`config.mk`:
```
export PLATFORM = sky130hd
export DESIGN_NAME = calc_sequencer
export DESIGN_NICKNAME = d
export VERILOG_FILES = /design/src/rtl/calc_sequencer.sv
export SDC_FILE = /design/constraint.sdc
export NUM_CORES = 1
export LEC_CHECK = 0
export CAP_MARGIN = 20
export CORE_UTILIZATION = 55
export DETAILED_ROUTE_END_ITERATION = 10
export PLACE_DENSITY_LB_ADDON = 0.12
export SYNTH_ARGS = -nofsm -noshare
export SYNTH_HDL_FRONTEND = slang
export SYNTH_SLANG_ARGS = --single-unit
```
`constraint.sdc`:
```
create_clock -name clk -period 10.4 [get_ports clk]
set_input_delay 1.56 -clock clk [delete_from_list [all_inputs] [get_ports clk]]
set_output_delay 1.56 -clock clk [all_outputs]
set_load 0.01 [all_outputs]
```
`src/rtl/calc_sequencer.sv`:
```
// Calculator sequencer: builds two decimal operands from key events, launches
// one ALU operation at a time and owns the displayed value and error flag.
module calc_sequencer #(
  parameter int MAX_MAG = 32767
) (
  input  logic               clk,
  input  logic               nRST,
  input  logic               KeyRdy,
  output logic               KeyRd,
  input  logic [3:0]         keypad_input,
  input  logic [2:0]         operator_input,
  input  logic               equal_input,
  output logic               alu_start,
  output logic [2:0]         alu_op,
  output logic signed [15:0] alu_a,
  output logic signed [15:0] alu_b,
  input  logic               alu_done,
  input  logic signed [15:0] alu_result,
  input  logic               alu_err,
  output logic signed [15:0] disp_value,
  output logic               disp_err
);

  typedef enum logic [2:0] {
    S_A      = 3'd0,
    S_OP     = 3'd1,
    S_B      = 3'd2,
    S_EXEC   = 3'd3,
    S_RESULT = 3'd4,
    S_ERR    = 3'd5
  } state_t;

  typedef struct packed {
    logic [2:0]  op;
    logic [15:0] a;
    logic [15:0] b;
  } alu_req_t;

  state_t      state_q, state_d;
  logic [15:0] acc_a_q, acc_a_d;
  logic [15:0] acc_b_q, acc_b_d;
  logic [2:0]  op_q, op_d;
  logic [2:0]  next_op_q, next_op_d;
  logic        keyrd_q, keyrd_d;
  logic        guard_q, guard_d;
  logic        start_q, start_d;
  alu_req_t    req_q, req_d;

  logic        accept;
  logic        is_eq, is_dig, is_op, is_clr, is_neg;
  logic [16:0] app_a, app_b;
  logic [15:0] neg_a, neg_b;

  // Returns {fits, value}; the sign of acc is kept and digits grow the magnitude.
  function automatic logic [16:0] digit_append(input logic [15:0] acc,
                                               input logic [3:0]  d);
    logic [16:0] mag;
    logic [20:0] nm;
    logic [15:0] val;
    mag = acc[15] ? (17'd0 - {1'b1, acc}) : {1'b0, acc};
    nm  = {4'd0, mag} * 21'd10 + {17'd0, d};
    val = acc[15] ? (16'd0 - nm[15:0]) : nm[15:0];
    return {(nm <= 21'(MAX_MAG)), val};
  endfunction

  // -32768 has no positive counterpart, so it negates to itself.
  function automatic logic [15:0] negate(input logic [15:0] v);
    return (v == 16'h8000) ? v : (16'd0 - v);
  endfunction

  assign app_a = digit_append(acc_a_q, keypad_input);
  assign app_b = digit_append(acc_b_q, keypad_input);
  assign neg_a = negate(acc_a_q);
  assign neg_b = negate(acc_b_q);

  assign is_eq  = equal_input;
  assign is_dig = !equal_input && (operator_input == 3'b000);
  assign is_op  = !equal_input && (operator_input >= 3'b001) && (operator_input <= 3'b100);
  assign is_clr = !equal_input && (operator_input == 3'b101);
  assign is_neg = !equal_input && (operator_input == 3'b110);

  // guard trails KeyRd by one cycle so a KeyRdy not yet dropped is not re-taken.
  assign accept = KeyRdy && !keyrd_q && !guard_q && (state_q != S_EXEC);

  always_ff @(posedge clk or negedge nRST) begin
    if (!nRST) begin
      state_q   <= S_A;
      acc_a_q   <= '0;
      acc_b_q   <= '0;
      op_q      <= '0;
      next_op_q <= '0;
      keyrd_q   <= 1'b0;
      guard_q   <= 1'b0;
      start_q   <= 1'b0;
      req_q     <= '0;
    end else begin
      state_q   <= state_d;
      acc_a_q   <= acc_a_d;
      acc_b_q   <= acc_b_d;
      op_q      <= op_d;
      next_op_q <= next_op_d;
      keyrd_q   <= keyrd_d;
      guard_q   <= guard_d;
      start_q   <= start_d;
      req_q     <= req_d;
    end
  end

  always_comb begin
    state_d   = state_q;
    acc_a_d   = acc_a_q;
    acc_b_d   = acc_b_q;
    op_d      = op_q;
    next_op_d = next_op_q;
    keyrd_d   = 1'b0;
    guard_d   = keyrd_q;
    start_d   = 1'b0;
    req_d     = req_q;

    if (state_q == S_EXEC) begin
      // done in the launch cycle itself is too early to be a real answer
      if (alu_done && !start_q) begin
        if (alu_err) begin
          state_d = S_ERR;
        end else begin
          acc_a_d = alu_result;
          if (next_op_q != 3'd0) begin
            op_d    = next_op_q;
            state_d = S_OP;
          end else begin
            state_d = S_RESULT;
          end
        end
      end
    end else if (accept) begin
      keyrd_d = 1'b1;
      if (is_clr) begin
        acc_a_d = '0;
        acc_b_d = '0;
        op_d    = '0;
        state_d = S_A;
      end else begin
        unique case (state_q)
          S_A: begin
            if (is_dig && app_a[16]) acc_a_d = app_a[15:0];
            else if (is_neg)         acc_a_d = neg_a;
            else if (is_op) begin
              op_d    = operator_input;
              state_d = S_OP;
            end
          end
          S_OP: begin
            if (is_dig) begin
              acc_b_d = {12'd0, keypad_input};
              state_d = S_B;
            end else if (is_op) begin
              op_d = operator_input;
            end
          end
          S_B: begin
            if (is_dig && app_b[16]) acc_b_d = app_b[15:0];
            else if (is_neg)         acc_b_d = neg_b;
            else if (is_eq || is_op) begin
              start_d   = 1'b1;
              req_d     = '{op: op_q, a: acc_a_q, b: acc_b_q};
              next_op_d = is_op ? operator_input : 3'd0;
              state_d   = S_EXEC;
            end
          end
          S_RESULT: begin
            if (is_dig) begin
              acc_a_d = {12'd0, keypad_input};
              state_d = S_A;
            end else if (is_neg) begin
              acc_a_d = neg_a;
            end else if (is_op) begin
              op_d    = operator_input;
              state_d = S_OP;
            end
          end
          default: ;
        endcase
      end
    end
  end

  always_comb begin
    disp_value = acc_a_q;
    disp_err   = 1'b0;
    if (state_q == S_B) begin
      disp_value = acc_b_q;
    end else if (state_q == S_ERR) begin
      disp_value = '0;
      disp_err   = 1'b1;
    end
  end

  assign KeyRd     = keyrd_q;
  assign alu_start = start_q;
  assign alu_op    = req_q.op;
  assign alu_a     = req_q.a;
  assign alu_b     = req_q.b;

endmodule

```
==> run_1/metal_stack.png <==
Only two layers are drawn.
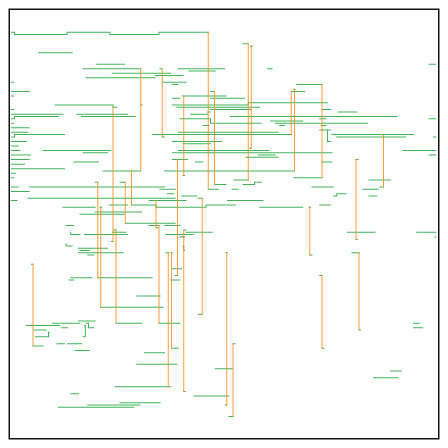
legend:
  green:
    layer: met3
    wire_length: 1580 um
  orange:
    layer: met4
    wire_length: 849 um

==> run_1/met2.png <==
Scale bar: 50 um.
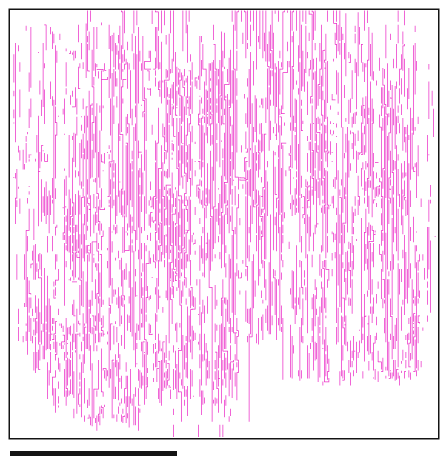
nets with wire on the layer: 1041
longest straight run: 55.4 um
wire length on this layer: 12400 um

==> run_1/final_placement.png <==
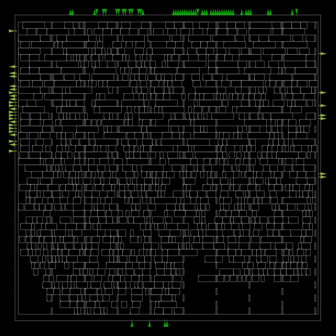
fill cell count: 1376
core area: 0.0154 mm^2
final instance count without filler cells: 1344
row count: 45
sequential share of cell area: 19.7%

[run 1: state kept, by name (all words and copies together) (netlist names)]
signal and count:
acc_a_q 16, next_op_q 3, state_q 3, alu_b 16, alu_start 1, op_q 3, KeyRd 1, acc_b_q 16
alu_op 3, guard_q 1, alu_a 16
[run 1: kinds of logic after synthesis]
logic type / count (synthesis)
AOI/OAI and AO/OA: 274
xor gates and xnor gates: 116
adders and majority gates: 74
buffers and inverters: 102
DFF: 79
muxes: 54
other: 1
and+or+nand+nor: 388
==> flow_summary.ini, run 1 <==
; implementation run metrics
[outcome]
status = finished clean

[synthesis]
synth.cell_area_mm2 = 0.00874
common_cells = nand2_1, nor2_1, xnor2_1
top_area_cell = dfrtp_1
synth.most_common_cell = nand2_1
ys.flop_type = dfrtp_1
async_flop_share_pct = 100
avgSynthCellArea_um2 = 8.03
ys_types = 85
synth.comb.largest_family = simple AND/OR/NAND/NOR gates

[route]
drt-total-wl_um = 25300
met1_length_um = 10500

[critical_path]
r2r_slack_ns = 4.13
r2r-end = acc_a_q[10]
r2r_start = acc_a_q[0]
crit_path_end_kind = flip-flop
crit_slowest_cell = o311ai_1
critPathKind = reg2reg
cp_cell_sequence = inv_1, ha_1, nand2_1, or3_1, or3_1, o31ai_1, xnor2_1, ha_1, ha_1, a21oi_1, nand2_1, o21a_1, o311ai_1, nand3_1, nor3_1, a21boi_0, a31oi_1, nand2_1, or3_1, a31oi_1
crit_buf_inv = 1
path_depth = 20
startpoint = acc_a_q[0]
critPathTopFamily = simple AND/OR/NAND/NOR gates
slowest_delay_ns = 0.56

[finish]
regArea_mm2 = 0.00198
clock_area_share_pct = 3.09
inv_count = 36
ff_count = 79
lay_top_cells = nand2_1, nor2_1, xnor2_1
comb_share_pct = 63.6
logic_area_mm2 = 0.00639
clock_buffers = 9
lay_top_count = nand2_1
n_antenna_cell = 0
drive_above_1_share_pct = 7.94

[place]
place.gp.congestion = 0.935
dpl.hpwl_um = 19200

[final_timing]
rsz0062_at_grt = no
max_slew.worst_pin.slew_ns = 0.903
slew_viol_final = 0
finClkSkew_ns = 0.00770
whs_ns = 0.412
finalCriticalPeriod_ns = 6.27
fin_crit_sh_pct = 60.2
hold_viol_final = 0
setup_viol = 0

[global_route]
grt.total_usage_pct = 31.8
grt_pass1_vias = 7834
antenna_found_initial = 0
grt-busiest-layer = met2
grt_overflow_total = 0
met1_usage_pct = 40.4
globalRouteMet3Util_pct = 5.26

[cts]
cts_buffers = 9
clockRootBuffer = clkbuf_16
hold_buffers = 0
cts.htree.levels = 3

[min_path]
hold_end = guard_q
hold_start = KeyRd

[die]
initial_utilization_pct = 56.9
io_pins = 83
taps = 211

[flow_run]
openroad.warnings = 28
==> run_1/port_nets.png <==
Scale bar: 50 um.
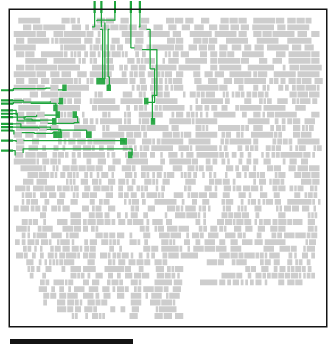

==> run 1 -> run 2 <==
- clock period: 10.4 -> 5.8 ns (I/O delays scaled with it)
==> run_2/port_nets.png <==
Scale bar: 50 um.
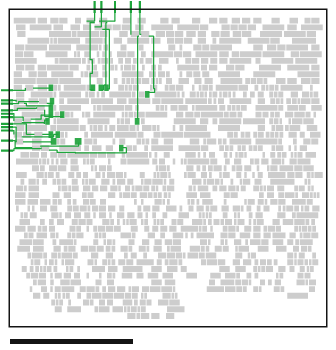
legend:
  green:
    port: alu_result
    bits: 16
    direction: input
    end_cells: 16
    buffers: 16
    wire: 430 um
Port Buffer Count: 82
io pins: 83

==> run_2/wire_density.png <==
26 x 26 tiles, from white (low) to dark blue (high), scaled to the fullest tile. Values are wire area over tile area, all layers added.
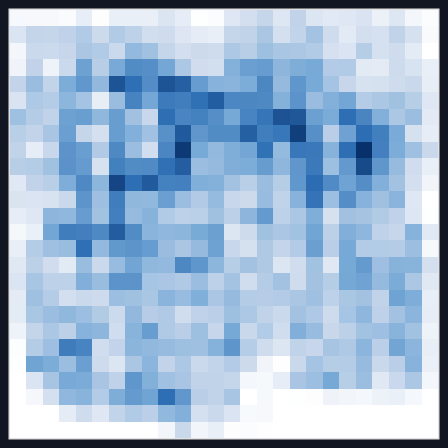
tiles over half the peak: 21%
densest ninth of the die: north
mean over tiles: 0.25
fullest tile: 0.73
nearly empty tiles: 7.7%
emptiest ninth of the die: south-east

==> run_2/metal_stack.png <==
Only two layers are drawn.
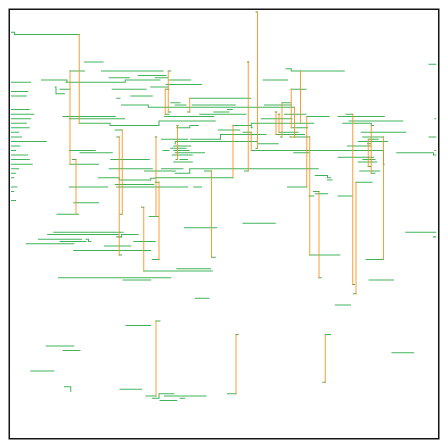
overall routed net length: 25700 um
routed length per instance: 18.7 um
Global Route Usage Sum: 31.0%

==> flow_summary.ini, run 2 <==
; implementation run metrics
[outcome]
status = finished clean

[synthesis]
ys.flop_type = dfrtp_1
common_cells = nand2_1, nor2_1, xnor2_1
synth_warnings = 0
synth.comb.largest_family = simple AND/OR/NAND/NOR gates
ys_types = 85
synth.cell_area_mm2 = 0.00874
async_flop_share_pct = 100
synth.most_common_cell = nand2_1
synth.cellmix.xorXnorShare_pct = 11.9

[finish]
logic_area_mm2 = 0.00650
regArea_mm2 = 0.00198
drive_above_1_share_pct = 12.2
fillCellCount = 1326
lay_top_count = nand2_1
lay_top_cells = nand2_1, nor2_1, xnor2_1
instances_no_fill = 1376
n_antenna_cell = 0

[critical_path]
cp_cell_sequence = inv_1, ha_1, nand2_1, or3_1, or3_1, or3_4, nand2_1, xnor2_1, ha_1, ha_1, nand3_1, a21o_1, nand2_1, or2_2, or3_1, xnor2_1, a2111oi_4, buf_12, mux2_1, mux2i_1, o31ai_2
r2r_slack_ns = 0.28
crit_arrival_ns = 5.74
crit_slowest_cell = or3_1
startpoint = acc_b_q[0]
crit_buf_inv = 2
crit_path_end_kind = flip-flop
critPathTopFamily = simple AND/OR/NAND/NOR gates
slowest_delay_ns = 0.46
r2r_start = acc_b_q[0]

[global_route]
grt_overflow_total = 0
antenna_found_initial = 0
globalRouteMet3Util_pct = 3.51
grt-busiest-layer = met2
grt_pass1_vias = 7794
met1_usage_pct = 39.7

[cts]
cts.htree.levels = 3
clockRootBuffer = clkbuf_16
cts_buffers = 9
cts_sinks = 79
hold_buffers = 0
cts_tree = done

[final_timing]
slew_headroom_pct = 37.4
finClkSkew_ns = 0.00484
max_slew.worst_pin.slew_ns = 0.940
whs_ns = 0.347
max_clock_freq_mhz = 181
finalCriticalPeriod_ns = 5.52
hold_viol_final = 0
setup_viol = 0
slew_viol_final = 0
fin_crit_sh_pct = 95.2

[route]
routed.top_layer = met4
met1_length_um = 10800
dr.pass1.iters = 7

[place]
dpl.hpwl_um = 19700
place.gp.congestion = 0.928

[die]
core.rowCount = 45
initial_utilization_pct = 56.9

[flow_run]
openroad.warnings = 28
==> run 2: cell counts after synthesis <==
Identical to the previous run, type by type.
==> run 2: final cells by class <==
type,instances,area share [%]
Clock buffer,10,2.30
Clock inverter,5,0.567
Inverter,36,1.30
Multi-Input combinational cell,908,62.7
Sequential cell,79,19.1
Tap cell,211,2.54
Timing Repair Buffer,127,11.6
==> run 2: timing repair <==
action / 4_1_cts / 5_1_grt
pin swaps: 0 / 3
buffers inserted: 0 / 4
endpoints found under the setup margin: 1 / 31
hold endpoints to repair: 0 / 0
resized: 1 / 24
==> run 2: path summary, 6_finish.rpt <==
check | to | cells after the start
max | acc_b_q[1] | 21
min | alu_b[13] | 1
min reg2reg | guard_q | 0
max reg2reg | acc_b_q[1] | 21
min in group clk | guard_q | 0
max in group asynchronous | alu_a[13] | 2
